**src/rtl/uart_rx_deframer.sv**
```systemverilog
// 8N1 UART receive deframer running on the board clock.
// The 16x rxClk is sampled as data and edge-detected into a one-clk tick.
`timescale 1ns/1ps

module uart_rx_deframer #(
    parameter int DATA_BITS   = 8,
    parameter int OVERSAMPLE  = 16,
    parameter int SYNC_STAGES = 2
) (
    input  logic                 clk,
    input  logic                 rstN,
    input  logic                 rxClk,
    input  logic                 rx,
    output logic [DATA_BITS-1:0] dataOut,
    output logic                 dataValid,
    input  logic                 dataReady,
    output logic                 frameError,
    output logic                 overrun,
    input  logic                 clearOverrun,
    output logic                 busy
);

    localparam int TW = $clog2(OVERSAMPLE);
    localparam int BW = (DATA_BITS > 1) ? $clog2(DATA_BITS) : 1;

    localparam logic [TW-1:0] TC_MID  = TW'(OVERSAMPLE / 2 - 1);
    localparam logic [TW-1:0] TC_LAST = TW'(OVERSAMPLE - 1);
    localparam logic [BW-1:0] BC_LAST = BW'(DATA_BITS - 1);

    typedef enum logic [2:0] {
        S_IDLE,
        S_START,
        S_DATA,
        S_STOP,
        S_WAIT_HIGH
    } state_t;

    logic [SYNC_STAGES-1:0] r_rx_sync;
    logic [SYNC_STAGES-1:0] r_clk_sync;
    logic                   r_clk_prev;

    state_t                 r_state;
    logic [TW-1:0]          r_tc;
    logic [BW-1:0]          r_bc;
    logic [DATA_BITS-1:0]   r_shift;
    logic                   r_busy;
    logic                   r_frame_err;

    logic [DATA_BITS-1:0]   r_data;
    logic                   r_valid;
    logic                   r_overrun;

    logic w_rxs;
    logic w_tick;
    logic w_tc_mid;
    logic w_tc_last;
    logic w_bc_last;
    logic w_good;
    logic w_accept;
    logic w_load;
    logic w_drop;

    // Synchronisers preset high so reset release never looks like a start bit.
    always_ff @(posedge clk or negedge rstN) begin
        if (!rstN) begin
            r_rx_sync  <= '1;
            r_clk_sync <= '1;
            r_clk_prev <= 1'b1;
        end else begin
            r_rx_sync  <= {r_rx_sync[SYNC_STAGES-2:0], rx};
            r_clk_sync <= {r_clk_sync[SYNC_STAGES-2:0], rxClk};
            r_clk_prev <= r_clk_sync[SYNC_STAGES-1];
        end
    end

    assign w_rxs     = r_rx_sync[SYNC_STAGES-1];
    assign w_tick    = r_clk_sync[SYNC_STAGES-1] & ~r_clk_prev;
    assign w_tc_mid  = (r_tc == TC_MID);
    assign w_tc_last = (r_tc == TC_LAST);
    assign w_bc_last = (r_bc == BC_LAST);

    assign w_good   = w_tick && (r_state == S_STOP) && w_tc_last && w_rxs;
    assign w_accept = r_valid && dataReady;
    assign w_load   = w_good && (!r_valid || dataReady);
    assign w_drop   = w_good && r_valid && !dataReady;

    always_ff @(posedge clk or negedge rstN) begin
        if (!rstN) begin
            r_state     <= S_IDLE;
            r_tc        <= '0;
            r_bc        <= '0;
            r_shift     <= '0;
            r_busy      <= 1'b0;
            r_frame_err <= 1'b0;
        end else begin
            r_frame_err <= 1'b0;
            if (w_tick) begin
                unique case (r_state)
                    S_IDLE: begin
                        if (!w_rxs) begin
                            r_state <= S_START;
                            r_tc    <= '0;
                            r_busy  <= 1'b1;
                        end
                    end
                    S_START: begin
                        if (w_tc_mid) begin
                            r_tc <= '0;
                            if (!w_rxs) begin
                                r_state <= S_DATA;
                                r_bc    <= '0;
                            end else begin
                                r_state <= S_IDLE;
                                r_busy  <= 1'b0;
                            end
                        end else begin
                            r_tc <= r_tc + 1'b1;
                        end
                    end
                    S_DATA: begin
                        if (w_tc_last) begin
                            // LSB arrives first, so bytes enter from the top.
                            r_shift <= {w_rxs, r_shift[DATA_BITS-1:1]};
                            r_tc    <= '0;
                            if (w_bc_last) begin
                                r_bc    <= '0;
                                r_state <= S_STOP;
                            end else begin
                                r_bc <= r_bc + 1'b1;
                            end
                        end else begin
                            r_tc <= r_tc + 1'b1;
                        end
                    end
                    S_STOP: begin
                        if (w_tc_last) begin
                            r_tc <= '0;
                            if (w_rxs) begin
                                r_state <= S_IDLE;
                                r_busy  <= 1'b0;
                            end else begin
                                r_state     <= S_WAIT_HIGH;
                                r_frame_err <= 1'b1;
                            end
                        end else begin
                            r_tc <= r_tc + 1'b1;
                        end
                    end
                    S_WAIT_HIGH: begin
                        if (w_rxs) begin
                            r_state <= S_IDLE;
                            r_busy  <= 1'b0;
                        end
                    end
                    default: begin
                        r_state <= S_IDLE;
                        r_busy  <= 1'b0;
                    end
                endcase
            end
        end
    end

    // Holding register: a load in the accepting cycle keeps dataValid high.
    always_ff @(posedge clk or negedge rstN) begin
        if (!rstN) begin
            r_data    <= '0;
            r_valid   <= 1'b0;
            r_overrun <= 1'b0;
        end else begin
            if (w_load) begin
                r_data  <= r_shift;
                r_valid <= 1'b1;
            end else if (w_accept) begin
                r_valid <= 1'b0;
            end
            if (w_drop) begin
                r_overrun <= 1'b1;
            end else if (clearOverrun) begin
                r_overrun <= 1'b0;
            end
        end
    end

    assign dataOut    = r_data;
    assign dataValid  = r_valid;
    assign frameError = r_frame_err;
    assign overrun    = r_overrun;
    assign busy       = r_busy;

endmodule

```
**config.mk**
```make
export PLATFORM = sky130hd
export DESIGN_NAME = uart_rx_deframer
export DESIGN_NICKNAME = d
export VERILOG_FILES = /design/src/rtl/uart_rx_deframer.sv
export SDC_FILE = /design/constraint.sdc
export NUM_CORES = 1
export LEC_CHECK = 0
export CORE_ASPECT_RATIO = 1.2
export CORE_UTILIZATION = 45
export DETAILED_ROUTE_END_ITERATION = 8
export GPL_ROUTABILITY_DRIVEN = 0
export GPL_TIMING_DRIVEN = 0
export PLACE_DENSITY = 0.69
export SLEW_MARGIN = 20
export SYNTH_ARGS = -nofsm -noshare
export SYNTH_HDL_FRONTEND = slang
export SYNTH_SLANG_ARGS = --single-unit
```
**constraint.sdc**
```tcl
create_clock -name clk -period 1.66 [get_ports clk]
set_input_delay 0.166 -clock clk [delete_from_list [all_inputs] [get_ports clk]]
set_output_delay 0.166 -clock clk [all_outputs]
set_load 0.01 [all_outputs]
```
==> images/cell_classes.png <==
Bar = 20 microns. Fill, decap, tap and diode cells in gray.
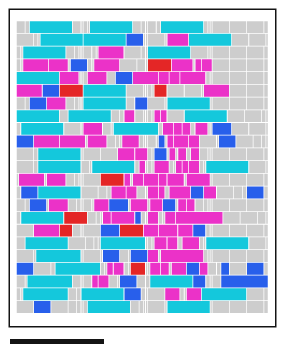
Key: blue = other buffers and delay cells [cells 31, share of their area 15%]; cyan = flip-flops [cells 35, share of their area 43%]; magenta = all other logic [cells 86, share of their area 37%]; red = clock drivers and dummy loads [cells 8, share of their area 4.6%]

==> images/met2.png <==
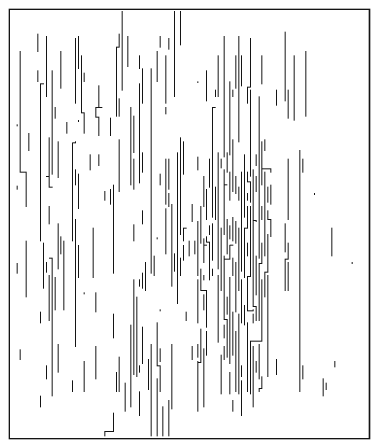
The wires run mostly vertical. 149 nets have wire on it.

==> images/final_clocks.png <==
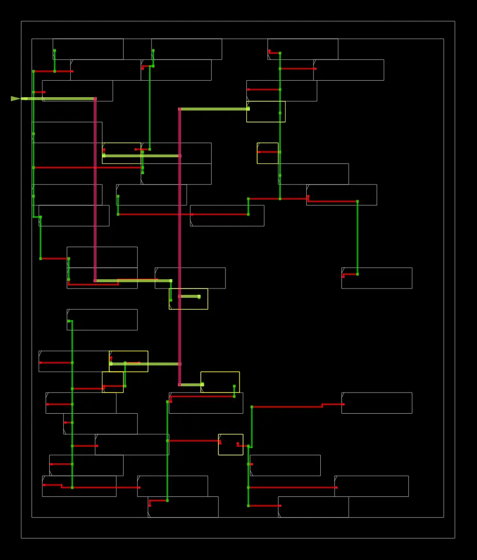
Layout Skew: 0.00612 ns
flop count: 35

==> images/drive_strength.png <==
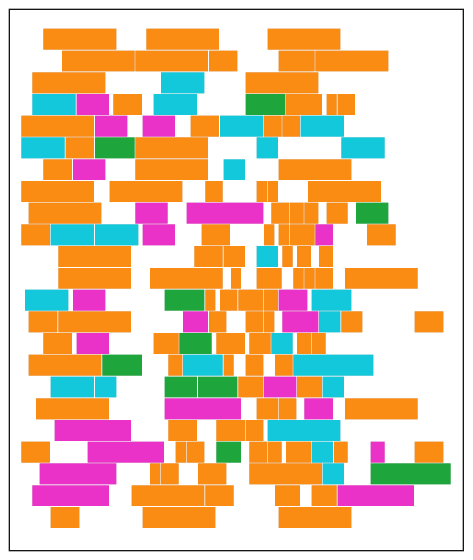
Key: orange = drive 1 or less [cells 104, share 65%]; cyan = drive 3 to 4 [cells 24, share 15%]; green = drive 6 and up [cells 10, share 6.3%]; magenta = drive 2 [cells 22, share 14%]

==> images/gate_families.png <==
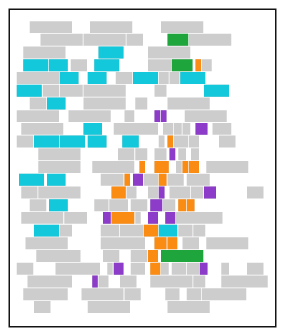
Key: cyan = multiplexers [cells 21]; purple = NAND gates [cells 14]; green = adder and majority cells [cells 3]; orange = NOR gates [cells 17, where center]

==> Changelog: implementation <==
### Implementation results

* P_sw at 647 uW
* Critical-path cell list: or4b_4, a2111oi_4, buf_4, mux2_4
* Cts hold-fix bufs at 1
* First-pass GRT wire length at 5230 microns
* Main logic family after synthesis: simple AND/OR/NAND/NOR gates
* Synthesized area per cell at 12.7 sq um
* Critical Path Start: r_tc[3]$_DFFE_PN0P_
* CTS tree: yes
* Clock Sinks at 35
* Antenna violations before repair at 0
* Metal2 WL at 1530 microns
* #MultiIn Comb at 84
* Post-CTS resize count at 12
* Synth Warn # at 0
* WP data arrival at 2.03 ns
* Async set-or-reset flop fraction in the synthesized netlist at 1.00
* Hold path cells at 1
* Vias per cell at 5.59
* Core area at 3370 sq um
* Final Cell Area at 2080 sq um
* Wire length on met3 at 83 microns
* CP endpoint kind: flop
* Critical path's top delay family: simple AND/OR/NAND/NOR gates
* Num ports at 18
* Hold worst-path end: r_rx_sync[0]$_DFF_PN1_
* Clock group at 628 uW
* Leak at 0.935 nW
* Fin. max-slew vios at 0
* GRT Total Usage at 0.183
* Post-synth EDFFs at 0
* Clk pin slew, worst setup/hold paths at 0.08 ns
* Clock latency on the worst-skew pair at 0.29 ns
* Post-Synthesis Net Count at 136
* Stages on the worst setup path at 4
* Post-synthesis sequential area ratio at 0.547
* Final net count at 168
* Failing checks: negative setup slack
* Met1 Track Usage GR at 0.216
* RSZ-0062 raised after global routing: yes
* FF-to-FF setup slack at -0.20 ns
* Post-synth top area cell: dfrtp_1
* CTS Root Cell: clkbuf_8
* Outcome: finished with violations
* Area share, top type at 0.465
* Type of origin of the critical path: flop
* Flop share of the area at 0.425
* Area grow syn2layout at 29.0%
* Share of cells above drive strength 1 at 0.350
* Top FF cell, synth: dfrtp_1
* Final WS setup at -0.199 ns
* Worst R2R End: r_bc[2]$_DFFE_PN0P_
* Antenna violation net count after detailed routing at 0
* Die Y at 67.6 microns
* Least-Margin Pin Slew at 0.523 ns
* Crit path max-delay cell type: or4b_4
* Flop area at 885 sq um
* Crit-path max FO at 3
* Layout non-clock buf frac at 0.143
* Clock power share at 0.293
* Min-delay src: rx
* Yosys chip area at 1610 sq um
* Final number of setup-violating endpoints at 3
* Inverters at 2
* Final setup TNS at -0.584 ns
* Final Hold Viols at 0
* DRC violations left at 0
[cell usage in the layout (no fill, tap or decap), drive strengths merged, types with 2 or more instances in the layout]
cell	n
ha	3
a21oi	3
nand2	5
o21ai	2
o22ai	2
nor2b	6
buf	12
nand3	2
dfstp	5
clkinvlp	2
dfrtp	30
nor2	5
clkdlybuf4s50	16
mux2	20
a22o	3
nand2b	3
nand3b	3
clkbuf	7
nor3	3
and3	5
nor4b	2
and4	2
inv	3
[through the flow]
stage | util | instances | hold WS, ns
finish | 0.618 | 197 | 0.285
global route | 0.618 | 197 | 0.269
CTS | 0.607 | 197 | 0.276
detailed placement | 0.550 | 182 | 0.104
global placement | 0.543 | 181 | 0.347
floorplan | - | 127 | -0.130
Power is estimated from default activity; no workload was simulated.
